**Run 1: placement density heat map**

7 x 7 tiles, from white (low) to dark blue (high), 0 to 100% covered.
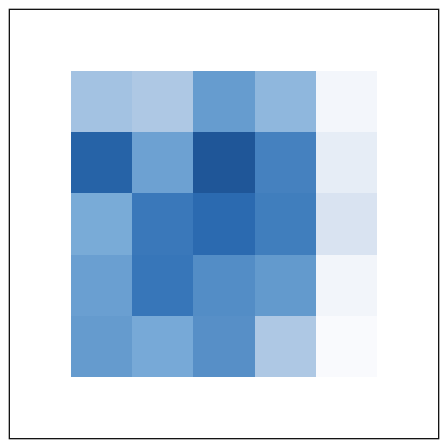
**Run 1: signal wires on met1**

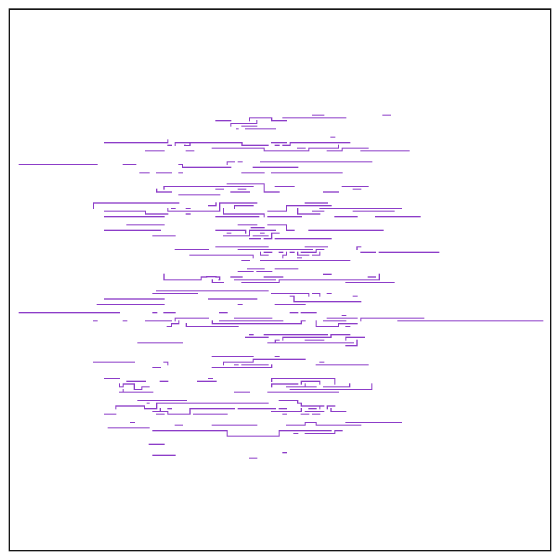
**Run 1: placed standard cells**

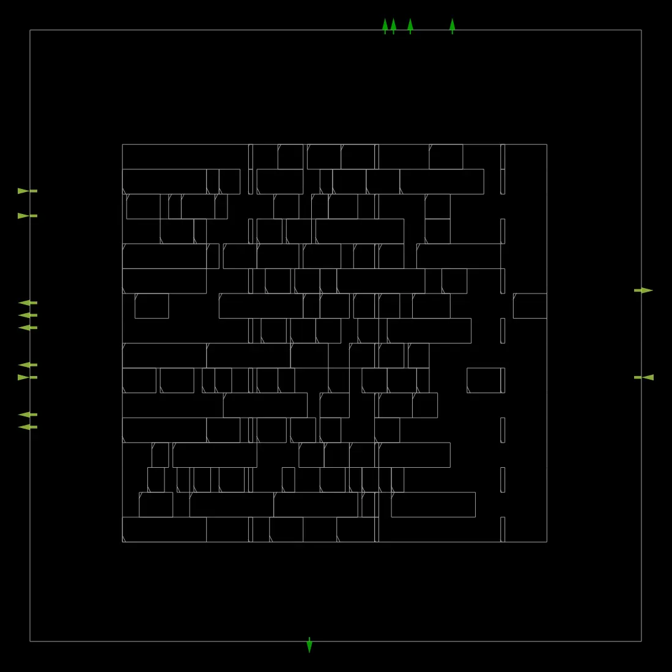
**src/rtl/cdf_controller.sv**
```systemverilog
// Sequencing FSM for cdf_datapath: steps NUM_PAIRS histogram word pairs through read, wait, compute and write.
// Outputs are registered from next-state, so each strobe lines up with the state it belongs to.
module cdf_controller #(
    parameter int NUM_PAIRS       = 32,
    parameter int MEM_LAT         = 1,
    parameter int WRITES_PER_PAIR = 2
) (
    input  logic                         clk,
    input  logic                         reset,
    input  logic                         start,
    input  logic                         abort,
    output logic                         read_first_value,
    output logic                         read_next_value,
    output logic                         scratch_mem_read_ready,
    output logic                         cdf_computation_done,
    output logic                         cdf_done,
    output logic                         busy,
    output logic                         done,
    output logic [$clog2(NUM_PAIRS)-1:0] pair_idx
);
    localparam int PW      = $clog2(NUM_PAIRS);
    localparam int CNT_MAX = (MEM_LAT > WRITES_PER_PAIR - 1) ? MEM_LAT : WRITES_PER_PAIR - 1;
    localparam int CW      = (CNT_MAX < 1) ? 1 : $clog2(CNT_MAX + 1);
    localparam logic [PW-1:0] LAST_PAIR = PW'(NUM_PAIRS - 1);

    typedef enum logic [2:0] {
        IDLE, FIRST, WAIT, COMPUTE, WRITE, NEXT, FINAL, DONE
    } state_t;

    state_t         state_q, state_d;
    logic [CW-1:0]  cnt_q, cnt_d;
    logic [PW-1:0]  pair_q, pair_d;
    logic           rfv_q, rfv_d, rnv_q, rnv_d, rdy_q, rdy_d;
    logic           cdone_q, cdone_d, cdfd_q, cdfd_d, busy_q, busy_d, done_q, done_d;

    always_comb begin
        state_d = state_q;
        cnt_d   = cnt_q;
        pair_d  = pair_q;
        case (state_q)
            IDLE:    if (start && !abort) state_d = FIRST;
            FIRST:   begin state_d = WAIT; cnt_d = CW'(MEM_LAT); end
            WAIT:    if (cnt_q == '0) state_d = COMPUTE;
                     else cnt_d = cnt_q - CW'(1);
            COMPUTE: begin state_d = WRITE; cnt_d = CW'(WRITES_PER_PAIR - 1); end
            WRITE:   if (cnt_q == '0) state_d = (pair_q == LAST_PAIR) ? FINAL : NEXT;
                     else cnt_d = cnt_q - CW'(1);
            NEXT:    begin state_d = WAIT; cnt_d = CW'(MEM_LAT); end
            FINAL:   state_d = DONE;
            DONE:    state_d = IDLE;
            default: state_d = IDLE;
        endcase

        if (abort && state_q != IDLE) state_d = IDLE;

        // Counters reload on entry, so nothing carries over between runs or after abort.
        if (state_d == IDLE || state_d == FIRST) begin
            pair_d = '0;
            cnt_d  = '0;
        end else if (state_d == NEXT && state_q == WRITE) begin
            pair_d = pair_q + PW'(1);
        end

        rfv_d   = (state_d == FIRST);
        rnv_d   = (state_d == NEXT);
        rdy_d   = (state_d == COMPUTE);
        cdone_d = (state_d == WRITE);
        cdfd_d  = (state_d == FINAL);
        busy_d  = (state_d != IDLE);
        done_d  = (state_d == DONE);
    end

    always_ff @(posedge clk or posedge reset) begin
        if (reset) begin
            state_q <= IDLE;
            cnt_q   <= '0;
            pair_q  <= '0;
            rfv_q   <= 1'b0;
            rnv_q   <= 1'b0;
            rdy_q   <= 1'b0;
            cdone_q <= 1'b0;
            cdfd_q  <= 1'b0;
            busy_q  <= 1'b0;
            done_q  <= 1'b0;
        end else begin
            state_q <= state_d;
            cnt_q   <= cnt_d;
            pair_q  <= pair_d;
            rfv_q   <= rfv_d;
            rnv_q   <= rnv_d;
            rdy_q   <= rdy_d;
            cdone_q <= cdone_d;
            cdfd_q  <= cdfd_d;
            busy_q  <= busy_d;
            done_q  <= done_d;
        end
    end

    assign read_first_value       = rfv_q;
    assign read_next_value        = rnv_q;
    assign scratch_mem_read_ready = rdy_q;
    assign cdf_computation_done   = cdone_q;
    assign cdf_done               = cdfd_q;
    assign busy                   = busy_q;
    assign done                   = done_q;
    assign pair_idx               = pair_q;
endmodule

```
**config.mk**
```make
export PLATFORM = sky130hd
export DESIGN_NAME = cdf_controller
export DESIGN_NICKNAME = d
export VERILOG_FILES = /design/src/rtl/cdf_controller.sv
export SDC_FILE = /design/constraint.sdc
export NUM_CORES = 1
export LEC_CHECK = 0
export CAP_MARGIN = 20
export CORE_MARGIN = 10
export CORE_UTILIZATION = 35
export CTS_CLUSTER_SIZE = 10
export DETAILED_ROUTE_END_ITERATION = 10
export HOLD_SLACK_MARGIN = 0.05
export PLACE_DENSITY = 0.62
export SLEW_MARGIN = 20
export SYNTH_ARGS = -nofsm -noshare
export SYNTH_HDL_FRONTEND = slang
export SYNTH_SLANG_ARGS = --single-unit
```
**constraint.sdc**
```tcl
create_clock -name clk -period 2 [get_ports clk]
set_input_delay 0.4 -clock clk [delete_from_list [all_inputs] [get_ports clk]]
set_output_delay 0.4 -clock clk [all_outputs]
set_load 0.03 [all_outputs]
```
==> summary.txt, run 1 <==
Implementation results are summarized by area below.

Synthesis
The number of nets produced by synthesis is 82. The synth_stat.txt file lists the number of cells as 76.

STA
Once routing completed, OpenROAD measured the worst setup slack at -167 ps. The worst pin sits at a relative slew slack of 0.600. The final layout reports a setup TNS of -293 ps.

Counting endpoints that fail hold in the final report gives 0. The final setup violation count is 3. The worst clock skew on the final layout is 0.898 ps. In this build the clock could be raised as far as 0.462 GHz.

Critical path
The origin of the critical flop-to-flop path is pair_idx[1]. The gate family responsible for the most delay along the worst path is simple AND/OR/NAND/NOR gates. In this run the worst setup path terminates at pair_idx[0]. The worst-case reg-to-reg setup slack stands at -170 ps.

STA lists the maximum fanout along the critical path as 5. The launch point of the worst path is pair_idx[1].

Pwr
The fraction of power consumed by combinational cells is 0.195. The cell-internal power is 504 uW. The sequential power reported by the tool is 350 uW.

Outcome
The run finished, with violations left. The final reports fail on setup timing.

CTS
The H-tree level count is 1. The count of hold buffers inserted by post-cts repair is 0. Post-CTS repair changed the size of 2 cells.

Flow run
The run reported a max-capacitance violation count of 0.

Detailed routing
The met1 layer wirelength in the final routing is 898 um. After detailed routing, the number of vias per cell comes to 5.21. The detailed-routed wire length on met2 is 876 um. The remaining design rule violation count is 0.

GRT
The residual overflow from global routing is 0.

Die
The area of the die is 4480 um2.

Placement
The global placer's final weighted congestion is 0.765. Once placement completed, the tool counted placed cells totaling 126.
Notes on 'placement density heat map' above:
fullest tile: 85%
emptiest ninth of the die: lower right
mean over tiles: 25%
nearly empty tiles: 49%
densest ninth of the die: center
tiles over 75% full: 6.1%
final design utilization: 0.563
Floorplan Core Area: 2020 um2
floorplan core density: 0.381

Notes on 'signal wires on met1' above:
share of all routed wire: 45%
wire length on this layer: 899 um
main direction: horizontal
Total Routed Length: 1980 um
fraction of met1 tracks used by global routing: 0.117
routed via count: 682

Notes on 'placed standard cells' above:
tap cells: 27
registers: 16
proportion of cell area occupied by registers: 0.354
post-route insts no fill: 131
number of rows created at floorplan: 16

[run 1: kinds of logic after synthesis]
logic type,share of synthesized area
AND-OR/OR-AND,0.170
multiplexers,0.0260
AND/OR/NAND/NOR,0.219
adder cells (fa/ha/maj),0.0325
flip-flops,0.519
buffers and inverters,0.0325
[run 1: cell type report]
type | count | area [um2] | share of cell area
Clock buffer | 4 | 36.3 | 0.0319
Inverter | 3 | 11.3 | 0.00990
Multi-Input combinational cell | 54 | 405 | 0.356
Sequential cell | 16 | 403 | 0.354
Tap cell | 27 | 33.8 | 0.0297
Timing Repair Buffer | 27 | 248 | 0.218
[run 1: flip-flops by register name (all words and copies together), names as in the netlist]
register                count
pair_idx                    5
state_q                     3
busy                        1
cdf_computation_done        1
cdf_done                    1
cnt_q                       1
done                        1
read_first_value            1
read_next_value             1
scratch_mem_read_ready      1
==> run 2: changes to the inputs <==
Settings changed: CTS_CLUSTER_DIAMETER set to 200.
**Run 2: register map, names as in the netlist**

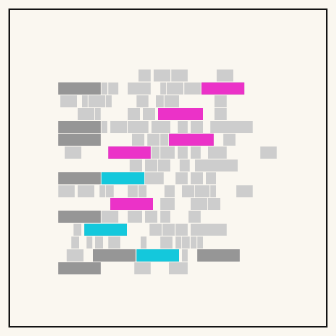
legend:
  cyan:
    signal: state_q
    flops: 3
  magenta:
    signal: pair_idx
    flops: 5
    where: center
not colored: 8
footprint of the flip-flops and latches: 403 um2
sequential power: 350 uW

==> run 2 against run 1 <==
Net effect:
- the run still ends with setup timing left
- cell area did not move
- synthesized cell count is the same
- sequential cell count did not move
- maximum frequency unchanged
- register-to-register slack is essentially flat
- via count unchanged
- critical path depth unchanged
- wire length unchanged
- cell count unchanged
- largest power group unchanged
==> summary.txt, run 2 <==
Implementation results are summarized by area below.

Outcome
The final reports fail on setup timing. The flow ran to the end, but the final reports show violations.

Finish
The count of buffers not belonging to the clock network in the layout is 27 (unchanged). The count of sequential standard cells is 16 (unchanged). The largest cell class by area is combinational gates. The combinational gate area is 405 um2 (unchanged).

The non-clock inverter count in the final layout is 3 (unchanged).

GRT
The residual overflow from global routing is 0 (unchanged). The met1 layer usage reported by global route was 0.117 (unchanged).

Die
The area of the die is 4480 um2 (unchanged). The pre-placement core utilization is 0.381 (unchanged). The number of well taps is 27 (unchanged). The area of the placeable core was 2020 um2 (unchanged).

STA
The final tally of hold violations is 0 (unchanged). The worst clock skew on the final layout was 0.898 ps (unchanged). The setup slack after layout was -167 ps (unchanged). The final setup violation count is 3 (unchanged). The normalized max-slew margin is 0.600 (unchanged).

Detailed routing
The detailed-routed wire length on met2 is 876 um (unchanged).

CTS
The H-tree level count was 1 (unchanged). The count of hold buffers inserted by post-cts repair is 0 (unchanged).

Flow run
The max-capacitance violation count is 0 (unchanged).
## run 2: cell counts after synthesis
No cell type changed its count.
## run 2: report_power, final
group / switching [mW] / leakage (nW) / internal, mW / total [mW]
Clock: 0.109 / 0.0210 / 0.111 / 0.220
Combinational: 0.0820 / 0.265 / 0.0558 / 0.138
Sequential: 0.0128 / 0.215 / 0.337 / 0.350
## run 2: stage by stage
step	hold WS, ps	instance area, um2	TNS, ps	std cells
after floorplan	314	793	-535	76
final	460	1140	-293	131
after detailed placement	586	1050	-218	126
after CTS	483	1100	-250	130
after global placement	565	1050	-168	126
after global routing	519	1140	-821	131
## run 2: kinds of logic after synthesis
logic type,synth area share
buffers and inverters,0.0325
AOI/OAI and AO/OA,0.170
muxes,0.0260
and+or+nand+nor,0.219
adders and majority gates,0.0325
DFF,0.519
Power is estimated from default activity; no workload was simulated.
